**src/rtl/redirect_hazard_unit_if.sv**
```systemverilog
// Pipeline-facing bundle for the EX-stage redirect/hazard unit.
// slave: the unit itself. master: whatever drives the pipeline side.
interface redirect_hazard_unit_if #(
  parameter int DATA_W = 32,
  parameter int REG_AW = 5,
  parameter int CNT_W  = 32
);
  // ID-stage sources, used only for load-use detection
  logic [REG_AW-1:0] rs_id;
  logic [REG_AW-1:0] rt_id;
  logic              rs_valid_id;
  logic              rt_valid_id;
  // EX-stage operands straight from the ID/EX register
  logic [REG_AW-1:0] rA_ex;
  logic [REG_AW-1:0] rB_ex;
  logic              rB_valid_ex;
  logic [DATA_W-1:0] RA_ex;
  logic [DATA_W-1:0] RB_ex;
  logic [REG_AW-1:0] rW_ex;
  logic              rW_en_ex;
  logic              mem_read_ex;
  // Later-stage producers
  logic [REG_AW-1:0] rW_mem;
  logic              rW_en_mem;
  logic [DATA_W-1:0] result_mem;
  logic [REG_AW-1:0] rW_wb;
  logic              rW_en_wb;
  logic [DATA_W-1:0] result_wb;
  // Control
  logic              flush;
  logic              cnt_clr;
  // Results
  logic [DATA_W-1:0] nRA;
  logic [DATA_W-1:0] nRB;
  logic              stall;
  logic              bubble;
  logic [CNT_W-1:0]  stall_cnt;
  logic [CNT_W-1:0]  fwd_cnt;

  modport slave (
    input  rs_id, rt_id, rs_valid_id, rt_valid_id,
    input  rA_ex, rB_ex, rB_valid_ex, RA_ex, RB_ex,
    input  rW_ex, rW_en_ex, mem_read_ex,
    input  rW_mem, rW_en_mem, result_mem,
    input  rW_wb, rW_en_wb, result_wb,
    input  flush, cnt_clr,
    output nRA, nRB, stall, bubble, stall_cnt, fwd_cnt
  );

  modport master (
    output rs_id, rt_id, rs_valid_id, rt_valid_id,
    output rA_ex, rB_ex, rB_valid_ex, RA_ex, RB_ex,
    output rW_ex, rW_en_ex, mem_read_ex,
    output rW_mem, rW_en_mem, result_mem,
    output rW_wb, rW_en_wb, result_wb,
    output flush, cnt_clr,
    input  nRA, nRB, stall, bubble, stall_cnt, fwd_cnt
  );
endinterface

```
**src/rtl/redirect_hazard_unit.sv**
```systemverilog
// EX-stage operand forwarding (MEM > WB > WB-hold > regfile), load-use
// stall FSM driving the PC/IF-ID freeze and ID/EX bubble, and saturating
// stall / forward event counters.
module redirect_hazard_unit #(
  parameter int DATA_W    = 32,
  parameter int REG_AW    = 5,
  parameter int HOLD_EN   = 1,
  parameter int STALL_CYC = 1,
  parameter int CNT_W     = 32
) (
  input logic                   clk,
  input logic                   rst_n,
  redirect_hazard_unit_if.slave bus
);

  typedef enum logic {IDLE = 1'b0, STALL = 1'b1} state_t;

  state_t            state;
  logic              scnt;

  logic              hold_vld;
  logic [REG_AW-1:0] hold_addr;
  logic [DATA_W-1:0] hold_data;

  logic              mem_a, wb_a, hold_a, fwd_a;
  logic              mem_b, wb_b, hold_b, fwd_b;
  logic [DATA_W-1:0] nra, nrb;
  logic [1:0]        fwd_num;
  logic              hz;
  logic              stall_c;

  logic [CNT_W-1:0]  stall_cnt_q, fwd_cnt_q;
  logic [CNT_W:0]    stall_sum, fwd_sum;

  // Source match per stage; register 0 never matches so $0 reads stay zero.
  always_comb begin
    mem_a  = bus.rW_en_mem && (bus.rW_mem == bus.rA_ex) && (bus.rA_ex != '0);
    wb_a   = bus.rW_en_wb  && (bus.rW_wb  == bus.rA_ex) && (bus.rA_ex != '0);
    hold_a = (HOLD_EN != 0) && hold_vld && (hold_addr == bus.rA_ex) && (bus.rA_ex != '0);
    mem_b  = bus.rB_valid_ex && bus.rW_en_mem && (bus.rW_mem == bus.rB_ex) && (bus.rB_ex != '0);
    wb_b   = bus.rB_valid_ex && bus.rW_en_wb  && (bus.rW_wb  == bus.rB_ex) && (bus.rB_ex != '0);
    hold_b = bus.rB_valid_ex && (HOLD_EN != 0) && hold_vld &&
             (hold_addr == bus.rB_ex) && (bus.rB_ex != '0);
    fwd_a  = mem_a || wb_a || hold_a;
    fwd_b  = mem_b || wb_b || hold_b;
    fwd_num = {1'b0, fwd_a} + {1'b0, fwd_b};
  end

  // Priority operand muxes: youngest producer wins.
  always_comb begin
    if (mem_a)       nra = bus.result_mem;
    else if (wb_a)   nra = bus.result_wb;
    else if (hold_a) nra = hold_data;
    else             nra = bus.RA_ex;
    if (mem_b)       nrb = bus.result_mem;
    else if (wb_b)   nrb = bus.result_wb;
    else if (hold_b) nrb = hold_data;
    else             nrb = bus.RB_ex;
  end

  // One-cycle copy of the WB write, covering a regfile without write-through.
  generate
    if (HOLD_EN != 0) begin : g_hold
      // Capture every WB write for exactly one cycle.
      always_ff @(posedge clk or negedge rst_n) begin
        if (!rst_n) begin
          hold_vld  <= 1'b0;
          hold_addr <= '0;
          hold_data <= '0;
        end else begin
          hold_vld  <= bus.rW_en_wb && (bus.rW_wb != '0);
          hold_addr <= bus.rW_wb;
          hold_data <= bus.result_wb;
        end
      end
    end else begin : g_nohold
      assign hold_vld  = 1'b0;
      assign hold_addr = '0;
      assign hold_data = '0;
    end
  endgenerate

  // Load in EX whose destination is read by the instruction in ID.
  always_comb begin
    hz = bus.mem_read_ex && bus.rW_en_ex && (bus.rW_ex != '0) &&
         ((bus.rs_valid_id && (bus.rs_id == bus.rW_ex)) ||
          (bus.rt_valid_id && (bus.rt_id == bus.rW_ex)));
  end

  // First stall cycle comes straight from detection; a STALL state only
  // extends it. Reset and flush both drop it immediately.
  always_comb begin
    stall_c = rst_n && !bus.flush && ((state == STALL) || hz);
  end

  // Stall sequencer: IDLE only leaves when a second stall cycle is needed.
  always_ff @(posedge clk or negedge rst_n) begin
    if (!rst_n) begin
      state <= IDLE;
      scnt  <= 1'b0;
    end else if (bus.flush) begin
      state <= IDLE;
      scnt  <= 1'b0;
    end else begin
      case (state)
        IDLE: begin
          if (hz && (STALL_CYC == 2)) begin
            state <= STALL;
            scnt  <= 1'b1;
          end
        end
        STALL: begin
          scnt <= scnt - 1'b1;
          if (scnt == 1'b1) state <= IDLE;
        end
        default: begin
          state <= IDLE;
          scnt  <= 1'b0;
        end
      endcase
    end
  end

  // Widened sums so the carry-out flags saturation.
  always_comb begin
    stall_sum = {1'b0, stall_cnt_q} + {{CNT_W{1'b0}}, stall_c};
    fwd_sum   = {1'b0, fwd_cnt_q} + {{(CNT_W-1){1'b0}}, fwd_num};
  end

  // Saturating event counters; clear beats increment.
  always_ff @(posedge clk or negedge rst_n) begin
    if (!rst_n) begin
      stall_cnt_q <= '0;
      fwd_cnt_q   <= '0;
    end else if (bus.cnt_clr) begin
      stall_cnt_q <= '0;
      fwd_cnt_q   <= '0;
    end else begin
      stall_cnt_q <= stall_sum[CNT_W] ? {CNT_W{1'b1}} : stall_sum[CNT_W-1:0];
      fwd_cnt_q   <= fwd_sum[CNT_W]   ? {CNT_W{1'b1}} : fwd_sum[CNT_W-1:0];
    end
  end

  assign bus.nRA       = nra;
  assign bus.nRB       = nrb;
  assign bus.stall     = stall_c;
  assign bus.bubble    = stall_c;
  assign bus.stall_cnt = stall_cnt_q;
  assign bus.fwd_cnt   = fwd_cnt_q;

endmodule

```
**src/flat_wrapper.sv**
```systemverilog
// flat-port wrapper written by rule: the top's interface ports become plain ports
module redirect_hazard_unit_flat 
#(
  parameter int DATA_W    = 32,
  parameter int REG_AW    = 5,
  parameter int HOLD_EN   = 1,
  parameter int STALL_CYC = 1,
  parameter int CNT_W     = 32
)
  (clk, rst_n, bus_rs_id, bus_rt_id, bus_rs_valid_id, bus_rt_valid_id, bus_rA_ex, bus_rB_ex, bus_rB_valid_ex, bus_RA_ex, bus_RB_ex, bus_rW_ex, bus_rW_en_ex, bus_mem_read_ex, bus_rW_mem, bus_rW_en_mem, bus_result_mem, bus_rW_wb, bus_rW_en_wb, bus_result_wb, bus_flush, bus_cnt_clr, bus_nRA, bus_nRB, bus_stall, bus_bubble, bus_stall_cnt, bus_fwd_cnt);
  redirect_hazard_unit_if #(.DATA_W(DATA_W), .REG_AW(REG_AW), .CNT_W(CNT_W)) bus_i ();
  input logic clk;
  input logic rst_n;
  input wire logic [$bits(bus_i.rs_id)-1:0] bus_rs_id;
  input wire logic [$bits(bus_i.rt_id)-1:0] bus_rt_id;
  input wire logic [$bits(bus_i.rs_valid_id)-1:0] bus_rs_valid_id;
  input wire logic [$bits(bus_i.rt_valid_id)-1:0] bus_rt_valid_id;
  input wire logic [$bits(bus_i.rA_ex)-1:0] bus_rA_ex;
  input wire logic [$bits(bus_i.rB_ex)-1:0] bus_rB_ex;
  input wire logic [$bits(bus_i.rB_valid_ex)-1:0] bus_rB_valid_ex;
  input wire logic [$bits(bus_i.RA_ex)-1:0] bus_RA_ex;
  input wire logic [$bits(bus_i.RB_ex)-1:0] bus_RB_ex;
  input wire logic [$bits(bus_i.rW_ex)-1:0] bus_rW_ex;
  input wire logic [$bits(bus_i.rW_en_ex)-1:0] bus_rW_en_ex;
  input wire logic [$bits(bus_i.mem_read_ex)-1:0] bus_mem_read_ex;
  input wire logic [$bits(bus_i.rW_mem)-1:0] bus_rW_mem;
  input wire logic [$bits(bus_i.rW_en_mem)-1:0] bus_rW_en_mem;
  input wire logic [$bits(bus_i.result_mem)-1:0] bus_result_mem;
  input wire logic [$bits(bus_i.rW_wb)-1:0] bus_rW_wb;
  input wire logic [$bits(bus_i.rW_en_wb)-1:0] bus_rW_en_wb;
  input wire logic [$bits(bus_i.result_wb)-1:0] bus_result_wb;
  input wire logic [$bits(bus_i.flush)-1:0] bus_flush;
  input wire logic [$bits(bus_i.cnt_clr)-1:0] bus_cnt_clr;
  output wire logic [$bits(bus_i.nRA)-1:0] bus_nRA;
  output wire logic [$bits(bus_i.nRB)-1:0] bus_nRB;
  output wire logic [$bits(bus_i.stall)-1:0] bus_stall;
  output wire logic [$bits(bus_i.bubble)-1:0] bus_bubble;
  output wire logic [$bits(bus_i.stall_cnt)-1:0] bus_stall_cnt;
  output wire logic [$bits(bus_i.fwd_cnt)-1:0] bus_fwd_cnt;
  assign bus_i.rs_id = bus_rs_id;
  assign bus_i.rt_id = bus_rt_id;
  assign bus_i.rs_valid_id = bus_rs_valid_id;
  assign bus_i.rt_valid_id = bus_rt_valid_id;
  assign bus_i.rA_ex = bus_rA_ex;
  assign bus_i.rB_ex = bus_rB_ex;
  assign bus_i.rB_valid_ex = bus_rB_valid_ex;
  assign bus_i.RA_ex = bus_RA_ex;
  assign bus_i.RB_ex = bus_RB_ex;
  assign bus_i.rW_ex = bus_rW_ex;
  assign bus_i.rW_en_ex = bus_rW_en_ex;
  assign bus_i.mem_read_ex = bus_mem_read_ex;
  assign bus_i.rW_mem = bus_rW_mem;
  assign bus_i.rW_en_mem = bus_rW_en_mem;
  assign bus_i.result_mem = bus_result_mem;
  assign bus_i.rW_wb = bus_rW_wb;
  assign bus_i.rW_en_wb = bus_rW_en_wb;
  assign bus_i.result_wb = bus_result_wb;
  assign bus_i.flush = bus_flush;
  assign bus_i.cnt_clr = bus_cnt_clr;
  assign bus_nRA = bus_i.nRA;
  assign bus_nRB = bus_i.nRB;
  assign bus_stall = bus_i.stall;
  assign bus_bubble = bus_i.bubble;
  assign bus_stall_cnt = bus_i.stall_cnt;
  assign bus_fwd_cnt = bus_i.fwd_cnt;
  redirect_hazard_unit #(.DATA_W(DATA_W), .REG_AW(REG_AW), .HOLD_EN(HOLD_EN), .STALL_CYC(STALL_CYC), .CNT_W(CNT_W)) u_core (.clk(clk), .rst_n(rst_n), .bus(bus_i));
endmodule
```
**config.mk**
```make
export PLATFORM = sky130hd
export DESIGN_NAME = redirect_hazard_unit_flat
export DESIGN_NICKNAME = d
export VERILOG_FILES = /design/src/rtl/redirect_hazard_unit_if.sv /design/src/rtl/redirect_hazard_unit.sv /design/src/flat_wrapper.sv
export SDC_FILE = /design/constraint.sdc
export NUM_CORES = 1
export LEC_CHECK = 0
export ABC_AREA = 1
export CORE_MARGIN = 2
export CORE_UTILIZATION = 45
export DETAILED_ROUTE_END_ITERATION = 16
export GPL_TIMING_DRIVEN = 0
export HOLD_SLACK_MARGIN = 0.03
export MAX_ROUTING_LAYER = met4
export PLACE_DENSITY = 0.88
export SYNTH_ARGS = -nofsm -noshare
export SYNTH_HDL_FRONTEND = slang
export SYNTH_SLANG_ARGS = --single-unit
```
**constraint.sdc**
```tcl
create_clock -name clk -period 3.4 [get_ports clk]
set_clock_uncertainty 0.1 [all_clocks]
set_input_delay 0.34 -clock clk [delete_from_list [all_inputs] [get_ports clk]]
set_output_delay 0.34 -clock clk [all_outputs]
set_load 0.05 [all_outputs]
```
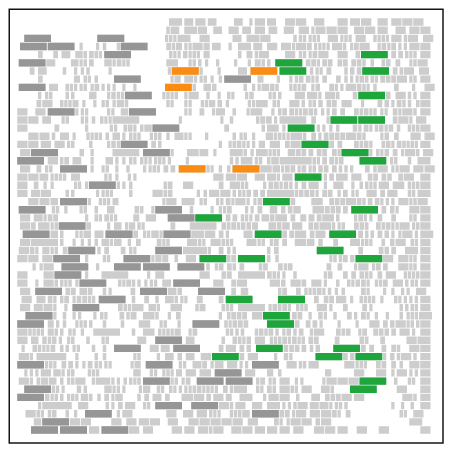
run_1/registers.png
Drawn at 3 px/um. Other sequential cells in the stronger grey, the rest of the logic in the fainter grey.
| colour | netlist name | sequential cells |
|---|---|---|
| green | u_core.hold_data | 32 |
| orange | u_core.hold_addr | 5 |
Seq/total area: 20.4%
Power Sequential: 1.28 mW

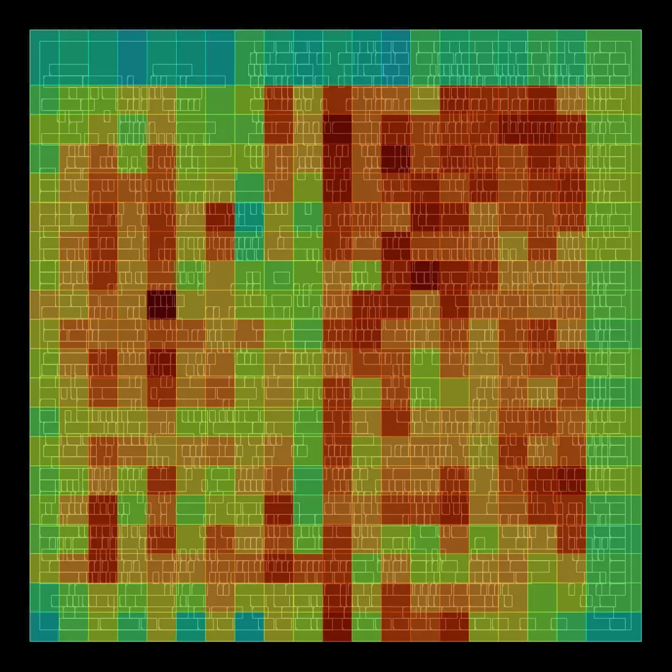
run_1/final_congestion.png
M1 GR Usage: 40.5%
GR peak layer: met2
routed wire length per instance: 16.9 um
GRT Util Overall: 34.3%

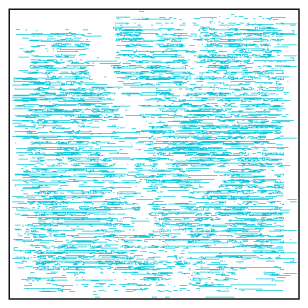
run_1/met1.png
Drawn at 2 px/um.
wire length on this layer: 13800 um
main direction: horizontal
longest straight run: 47.4 um
DRT Wirelength: 35400 um
Via Count: 10885

==> flow_summary.json, run 1 <==
{
  "status": "completed",
  "power_density_mw_per_mm2": 267,
  "tightest_slew_ns": 0.697,
  "pwr.group.clock_mw": 1.11,
  "drc": 0,
  "ys_types": 36,
  "cts_max_path_buffers": 2,
  "dieArea_mm2": 0.0208,
  "crit-reg2reg-launch": "u_core.hold_addr[4]$_DFF_PN0_",
  "critical_path.top_delay_family": "buffers and inverters",
  "comb-power_mw": 1.03,
  "crit_slowest_cell": "clkdlybuf4s50_1",
  "cp_max_fo": 10,
  "swShare_pct": 34.0,
  "rows": 51,
  "timing.final.ws_setup_ns": 0.0706,
  "cts_hold_buf": 2,
  "grt_max_degree": 55,
  "yosys-stat-area_mm2": 0.00883,
  "netSwitchingPower_mw": 1.16,
  "syn-num-nets": 1670,
  "yosys.area_share.aoi_pct": 4.90,
  "top_power_group": "registers",
  "grt_pass1_wl_um": 54000,
  "path_clk_slew_ns": 0.07,
  "syn-instance-count": 1492,
  "final_util_pct": 66.1,
  "crit_arrival_ns": 2.89,
  "dp_hpwl_um": 27000,
  "holdPathStages": 1,
  "crit_chain": "inv_1 > nand2_1 > nand2_1 > nand2_1 > nor2_4 > buf_4 > buf_2 > nand3_1 > nand3_1 > nand2_1 > nand2_1 > clkdlybuf4s50_1",
  "cp_common_cell": "nand2_1",
  "core_area_mm2": 0.0193,
  "hold_ws_ns": 0.109,
  "dpl_cell_area_mm2": 0.0122,
  "clock-sinks": 104,
  "antenna_found_initial": 10,
  "die_h_um": 144,
  "hold_path.class": "in -> reg",
  "warnings": 28,
  "overflow": 0,
  "firstDrtPassIters": 5,
  "cp_slowest_stage_delay_ns": 0.90,
  "fin_setup_tns_ns": 0,
  "pin_count": 304,
  "drv_cap": 0,
  "hold_violations": 0,
  "ctsRootBufferMaster": "clkbuf_16",
  "die_w_um": 144,
  "p_seq_share_pct": 37.4,
  "r2r_setup_slack_ns": 0.19
}
==> run 1: flip-flops by register name, indices dropped and copies added, names as in the netlist <==
name                  cells
u_core.scnt               1
u_core.bus.fwd_cnt       32
u_core.hold_vld           1
u_core.hold_addr          5
u_core.state              1
u_core.bus.stall_cnt     32
u_core.hold_data         32
==> run 1: cell usage after synthesis <==
cell / n / area share (%)
clkbuf_1: 8 / 0.34
xnor2_1: 18 / 1.8
dfrtp_1: 104 / 29
nand3b_1: 24 / 2.0
or2_1: 1 / 0.071
nand2_4: 2 / 0.25
ha_1: 3 / 0.43
inv_1: 191 / 8.1
buf_2: 45 / 2.5
and3_1: 2 / 0.14
clkinv_2: 1 / 0.057
nand3_2: 3 / 0.34
o21ai_1: 11 / 0.62
inv_2: 13 / 0.55
fa_1: 1 / 0.23
a21boi_0: 1 / 0.085
o21ai_0: 31 / 1.8
nor2_2: 7 / 0.50
nor2_1: 112 / 4.8
a21oi_1: 27 / 1.5
or2_2: 5 / 0.35
nand2_1: 575 / 24
nand3_1: 244 / 14
nor2_4: 7 / 0.89
buf_6: 9 / 1.1
nand4_1: 8 / 0.57
a21boi_1: 1 / 0.085
nand2_2: 6 / 0.43
buf_4: 1 / 0.085
a21oi_2: 6 / 0.59
a31oi_1: 2 / 0.14
xor2_1: 13 / 1.3
clkbuf_2: 1 / 0.057
o21bai_1: 1 / 0.085
nor3_1: 4 / 0.23
clkinv_1: 4 / 0.17
==> run 1: cell type report <==
class	instances	area, um^2	area share [%]
multi-input combinational	1115	5150	40.3
timing repair buffer	314	3180	24.9
sequential	104	2600	20.4
inverter	209	786	6.15
buffer	64	398	3.12
tap	265	332	2.60
clock buffer	11	243	1.90
clock inverter	4	53.8	0.421
antenna	11	27.5	0.216
==> run 1 -> run 2 <==
--- a/config.mk
+++ b/config.mk
@@ -6,13 +6,14 @@
 export NUM_CORES = 1
 export LEC_CHECK = 0
 export ABC_AREA = 1
-export CORE_MARGIN = 2
+export CAP_MARGIN = 15
 export CORE_UTILIZATION = 45
 export DETAILED_ROUTE_END_ITERATION = 16
 export GPL_TIMING_DRIVEN = 0
 export HOLD_SLACK_MARGIN = 0.03
 export MAX_ROUTING_LAYER = met4
 export PLACE_DENSITY = 0.88
+export SKIP_LAST_GASP = 1
 export SYNTH_ARGS = -nofsm -noshare
 export SYNTH_HDL_FRONTEND = slang
 export SYNTH_SLANG_ARGS = --single-unit
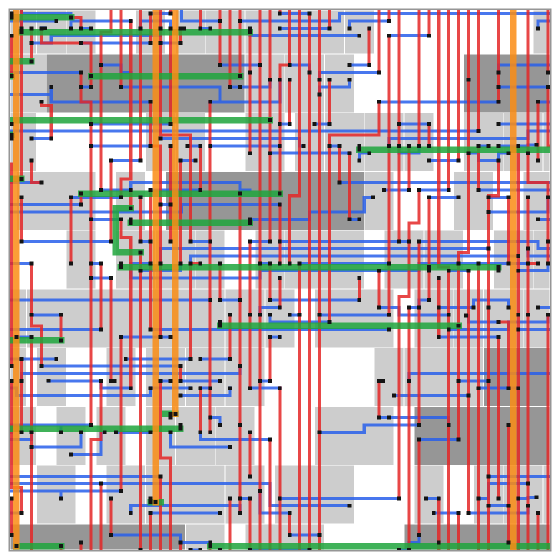
run_2/zoom.png
Window x 94 to 119, y 94 to 119 um. Cells in grey, sequential cells in the stronger grey; small squares are vias.
| colour | layer |
|---|---|
| blue | met1 |
| red | met2 |
| green | met3 |
| orange | met4 |
most frequent: nand3_1 (23), nand2_1 (19), inv_1 (12)
sequential cells in the window: 3
cells with their middle in the window: 72
netlist names of flops here include: u_core.hold_data (3)

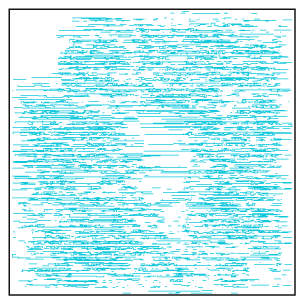
run_2/met1.png
Drawn at 2 px/um.
share of all routed wire: 40%
nets with wire on the layer: 1807
main direction: horizontal
wire length on this layer: 13800 um
longest straight run: 38.6 um
Via Count: 11016
M1 GR Usage: 42.3%
DRT Wirelength: 34200 um

==> run 2 against run 1 <==
  * Synthesized cell count unchanged
  * Fmax about the same
  * Clock-buffer cell count decreased by 1
  * Critical path depth unchanged
  * Routed wire length decreased by 3.6%
  * Sequential share of layout area about the same
  * Clock power decreased by about 10%
  * Core utilization increased by 1.3 points
  * Cell area about the same
  * Power decreased by 3.8%
  * Combinational power about the same
  * Critical endpoint is now bus_nRA[11]
==> flow_summary.json, run 2 <==
{
  "top_cells_by_count": "nand2_1, nand3_1, inv_1",
  "routedWlPerCell_um": 16.4,
  "insertedDiodeCount": 1,
  "nWellTaps": 260,
  "largest_class": "multi-input combinational cells",
  "track_usage_pct": 34.4,
  "ys_types": 36,
  "crit-reg2reg-launch": "u_core.hold_addr[4]$_DFF_PN0_",
  "cp_slowest_stage_delay_ns": 0.82,
  "critical_path.top_delay_family": "buffers and inverters",
  "dieArea_mm2": 0.0202,
  "firstDrtPassIters": 6,
  "pin_count": 304,
  "comb_share_pct": 40.2,
  "hold_path.class": "in -> reg",
  "dp_hpwl_um": 26500,
  "crit_slowest_cell": "clkdlybuf4s50_1",
  "syn-instance-count": 1492,
  "r2r_setup_slack_ns": 0.22,
  "drv_cap": 0,
  "status": "completed",
  "ctsRootBufferMaster": "clkbuf_16",
  "tightest_slew_ns": 0.641,
  "yosys-stat-area_mm2": 0.00883,
  "top_area_share_pct": 29.5,
  "top_area_cell": "dfrtp_1",
  "die_h_um": 142,
  "dpl_cell_area_mm2": 0.0122,
  "power_density_mw_per_mm2": 257,
  "clock_area_share_pct": 2.04,
  "antenna_found_initial": 1,
  "grt_max_degree": 67,
  "cp_max_fo": 10,
  "inv_count": 209,
  "seq_share_pct": 20.4,
  "synthArstFlopShare_pct": 100,
  "drc": 0,
  "buf_share_pct": 28.6,
  "synth.area.top_cells": "dfrtp_1, nand2_1, nand3_1",
  "die_w_um": 142,
  "cp_common_cell": "nand2_1",
  "yosys.area_share.aoi_pct": 4.90,
  "core_area_mm2": 0.0190,
  "syn-num-nets": 1670,
  "clock-sinks": 104,
  "edf_count": 0,
  "signal_buffers": 381
}
[run 2: kinds of logic (layout without fill, tap and decap cells)]
kind of cell	after synthesis	after routing
XOR/XNOR	31	31
other	0	1
buffers and inverters	273	603
AND/OR/NAND/NOR	1000	1000
AND-OR/OR-AND	80	80
flip-flops	104	104
adder cells (fa/ha/maj)	4	4
[run 2: how the worst min path moves through the flow]
| stage | to | slack [ns] | depth (start not counted) |
|---|---|---|---|
| after floorplan | u_core.bus.fwd_cnt[0]$_DFF_PN0_ | -0.06 | 0 |
| after global placement | u_core.state$_DFF_PN0_ | 0.40 | 2 |
| after detailed placement | u_core.bus.stall_cnt[26]$_DFF_PN0_ | 0.27 | 1 |
| after CTS | u_core.hold_data[2]$_DFF_PN0_ | 0.34 | 1 |
| after global routing | u_core.hold_addr[0]$_DFF_PN0_ | 0.10 | 1 |
| final | u_core.hold_addr[0]$_DFF_PN0_ | 0.10 | 1 |
[run 2: timing repair]
action | in CTS | in global routing
pin swaps | 7 | 4
setup endpoints to repair | 84 | 91
setup buffers | 7 | 6
cloned | 0 | 0
resized | 20 | 63
endpoints found under the hold margin | 38 | 0
hold buffers | 1 | 0
[run 2: where the power goes]
group | switching, mW | total [mW] | internal (mW)
Sequential | 0.0153 | 1.28 | 1.26
Combinational | 0.618 | 1.01 | 0.395
Clock | 0.489 | 0.996 | 0.506
Total | 1.12 | 3.28 | 2.16
[run 2: metrics by stage]
stage / hold slack (ns) / power [mW]
CTS: 0.335 / 3.29
global placement: 0.401 / 2.28
global route: 0.101 / 3.41
finish: 0.100 / 3.28
floorplan: -0.0556 / 1.81
detailed placement: 0.271 / 2.30
[run 2: layer usage]
metal	vias to the layer above	track usage [%]
met5	-	-
met4	0	11.5
met3	73	6.16
met2	568	56.9
met1	5106	42.3
li1	5269	-
==> run 2 -> run 3 <==
--- a/config.mk
+++ b/config.mk
@@ -13,6 +13,7 @@
 export HOLD_SLACK_MARGIN = 0.03
 export MAX_ROUTING_LAYER = met4
 export PLACE_DENSITY = 0.88
+export REMOVE_ABC_BUFFERS = 1
 export SKIP_LAST_GASP = 1
 export SYNTH_ARGS = -nofsm -noshare
 export SYNTH_HDL_FRONTEND = slang
==> run 3 against run 2 <==
  * Fmax down 1.8%
  * Core utilization increased by 1.4 points
  * Sequential power about the same
  * Cell area increased by 2.1%
  * Hold slack improved by 0.028 ns
  * Combinational power rose by 8%
  * Synthesized cell count did not move
  * Routed wire length rose by 11%
  * Final cell count down 0.34%
  * Clock-buffer cell count is the same
  * Highest routed layer unchanged
==> flow_summary.json, run 3 <==
{
  "status": "completed",
  "final_util_pct": 68.8,
  "ys_types": 36,
  "ant_nets": 0,
  "syn-instance-count": 1492,
  "wl_um": 37800,
  "port_buffers": 303,
  "cts_max_path_buffers": 2,
  "reg2regPathDepth": 20,
  "r2r_end": "u_core.bus.fwd_cnt[31]$_DFF_PN0_",
  "drv_cap": 0,
  "warnings": 27,
  "cp_common_cell": "nand2_1",
  "criticalPathCategory": "in -> out",
  "yosys_cells": 1492,
  "cts_tree": "yes",
  "hold_end": "u_core.hold_addr[2]$_DFF_PN0_",
  "synth.area.top_cells": "dfrtp_1, nand2_1, nand3_1",
  "crit_slowest_cell": "clkdlybuf4s50_1",
  "rows": 50,
  "fin_setup_tns_ns": 0,
  "hold_violations": 0,
  "power_density_mw_per_mm2": 260,
  "top_area_share_pct": 29.5,
  "core_area_mm2": 0.0190,
  "pin_count": 304,
  "antenna_found_initial": 4,
  "cp_slowest_stage_delay_ns": 0.69,
  "dieArea_mm2": 0.0202,
  "tightest_slew_ns": 0.767,
  "timing.final.ws_setup_ns": 0.0128,
  "firstDrtPassIters": 12,
  "die_w_um": 142,
  "cts.htree.levels": 3,
  "grt_pass1_wl_um": 55500,
  "critical_path.top_delay_family": "buffers and inverters",
  "edf_count": 0,
  "overflow": 0,
  "hold_path.class": "in -> reg",
  "avgViaCountPerCell": 5.46,
  "dp_hpwl_um": 23000,
  "crit_cells": 12,
  "numCtsBuffers": 9,
  "die_h_um": 142,
  "r2r_setup_slack_ns": 0.21,
  "path_clk_slew_ns": 0.08,
  "synthFlopType": "dfrtp_1",
  "track_usage_pct": 37.2,
  "crit-reg2reg-launch": "u_core.hold_addr[0]$_DFF_PN0_",
  "fp_util_pct": 46.6,
  "initialDrtViolationCount": 1092,
  "synthArstFlopShare_pct": 100,
  "clock-sinks": 104,
  "grt_max_degree": 65,
  "top_area_cell": "dfrtp_1",
  "synth_top_cell_by_count": "nand2_1",
  "routedWlPerCell_um": 18.2,
  "power_leakage_nw": 6.59,
  "cp_max_fo": 16,
  "holdPathStages": 1,
  "power.total_mw": 3.39,
  "vias": 11340,
  "crit_arrival_ns": 2.95,
  "ctsRootBufferMaster": "clkbuf_16",
  "yosys-stat-area_mm2": 0.00883,
  "crit_chain": "clkdlybuf4s50_1 > inv_1 > nand2_1 > nand3_2 > nor2_4 > buf_4 > nand3_1 > nand2_1 > inv_1 > nand2_1 > nand2_1 > clkdlybuf4s50_1",
  "drive_gt1_share_pct": 8.44,
  "syn_to_final_growth_pct": 47.6,
  "top_cells_by_count": "nand2_1, nand3_1, inv_1",
  "clock_latency_ns": 0.36,
  "post-place-cells": 1996,
  "drc": 0
}
-- run 3: cell counts after synthesis --
No cell type changed its count.
-- run 3: layout make-up --
type	count	area, um^2
Multi-Input combinational cell	1128	5440
Tap cell	260	325
Fill cell	1654	5920
Timing Repair Buffer	356	3600
Antenna cell	4	10.0
Sequential cell	104	2600
Clock buffer	10	229
Clock inverter	5	40.0
Inverter	209	796
-- run 3: what timing repair did --
action	CTS	global route
resized	99	29
hold buffers	2	0
buffers inserted	26	19
pin swaps	16	16
gates cloned	12	1
setup endpoints to repair	96	87
endpoints found under the hold margin	41	0
-- run 3: routing by layer --
layer	share of wire (%)	GRT usage, %	vias up	wire (um)
li1	-	-	5284	-
met1	39	45.8	5167	14600
met2	46	57.6	735	17300
met3	11	8.65	154	4170
met4	4.7	17.7	0	1770
met5	0	-	-	0
-- run 3: kinds of logic after synthesis --
group,after synthesis,share of synthesized area [%]
buffers and inverters,273,13.1
AND-OR/OR-AND,80,4.90
AND/OR/NAND/NOR,1000,48.8
adder cells (fa/ha/maj),4,0.652
flip-flops,104,29.5
XOR/XNOR,31,3.07
-- run 3: report_power, final --
group	total [mW]	internal (mW)	switching, mW
Combinational	1.09	0.401	0.692
Clock	1.02	0.503	0.521
Sequential	1.28	1.26	0.0158
Total	3.39	2.16	1.23
-- run 3: through the flow --
stage               hold slack, ns  instance area, um^2
floorplan                  -0.0556                 8460
global placement             0.404                11800
detailed placement           0.285                12000
CTS                          0.334                12700
global route                 0.114                13000
finish                       0.128                13000
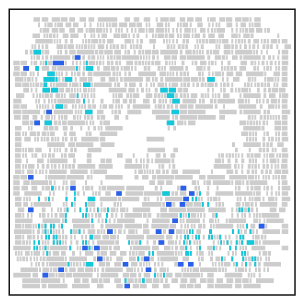
run_3/gate_families.png
Drawn at 2 px/um.
| colour | family | cells | most used |
|---|---|---|---|
| blue | XOR/XNOR gates | 31 | xnor2_1 |
| cyan | NOR gates | 137 | nor2_1 |
logic share of the area: 41.7%
fin cells: 2076

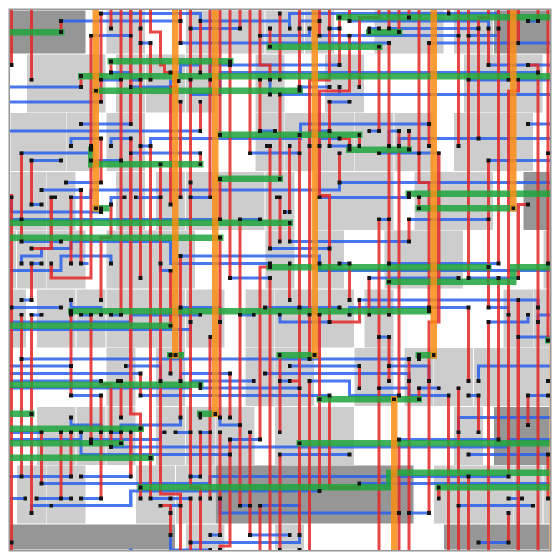
run_3/zoom.png
Window x 94 to 119, y 94 to 119 um. Cells in grey, sequential cells in the stronger grey; small squares are vias.
| colour | layer |
|---|---|
| green | met3 |
| blue | met1 |
| red | met2 |
| orange | met4 |
cells with their middle in the window: 68
most frequent: nand3_1 (20), nand2_1 (19), clkdlybuf4s50_1 (13)
sequential cells in the window: 1
netlist names of flops here include: u_core.hold_data (1)

No activity file was given, so power comes from the tool's default toggle rates.
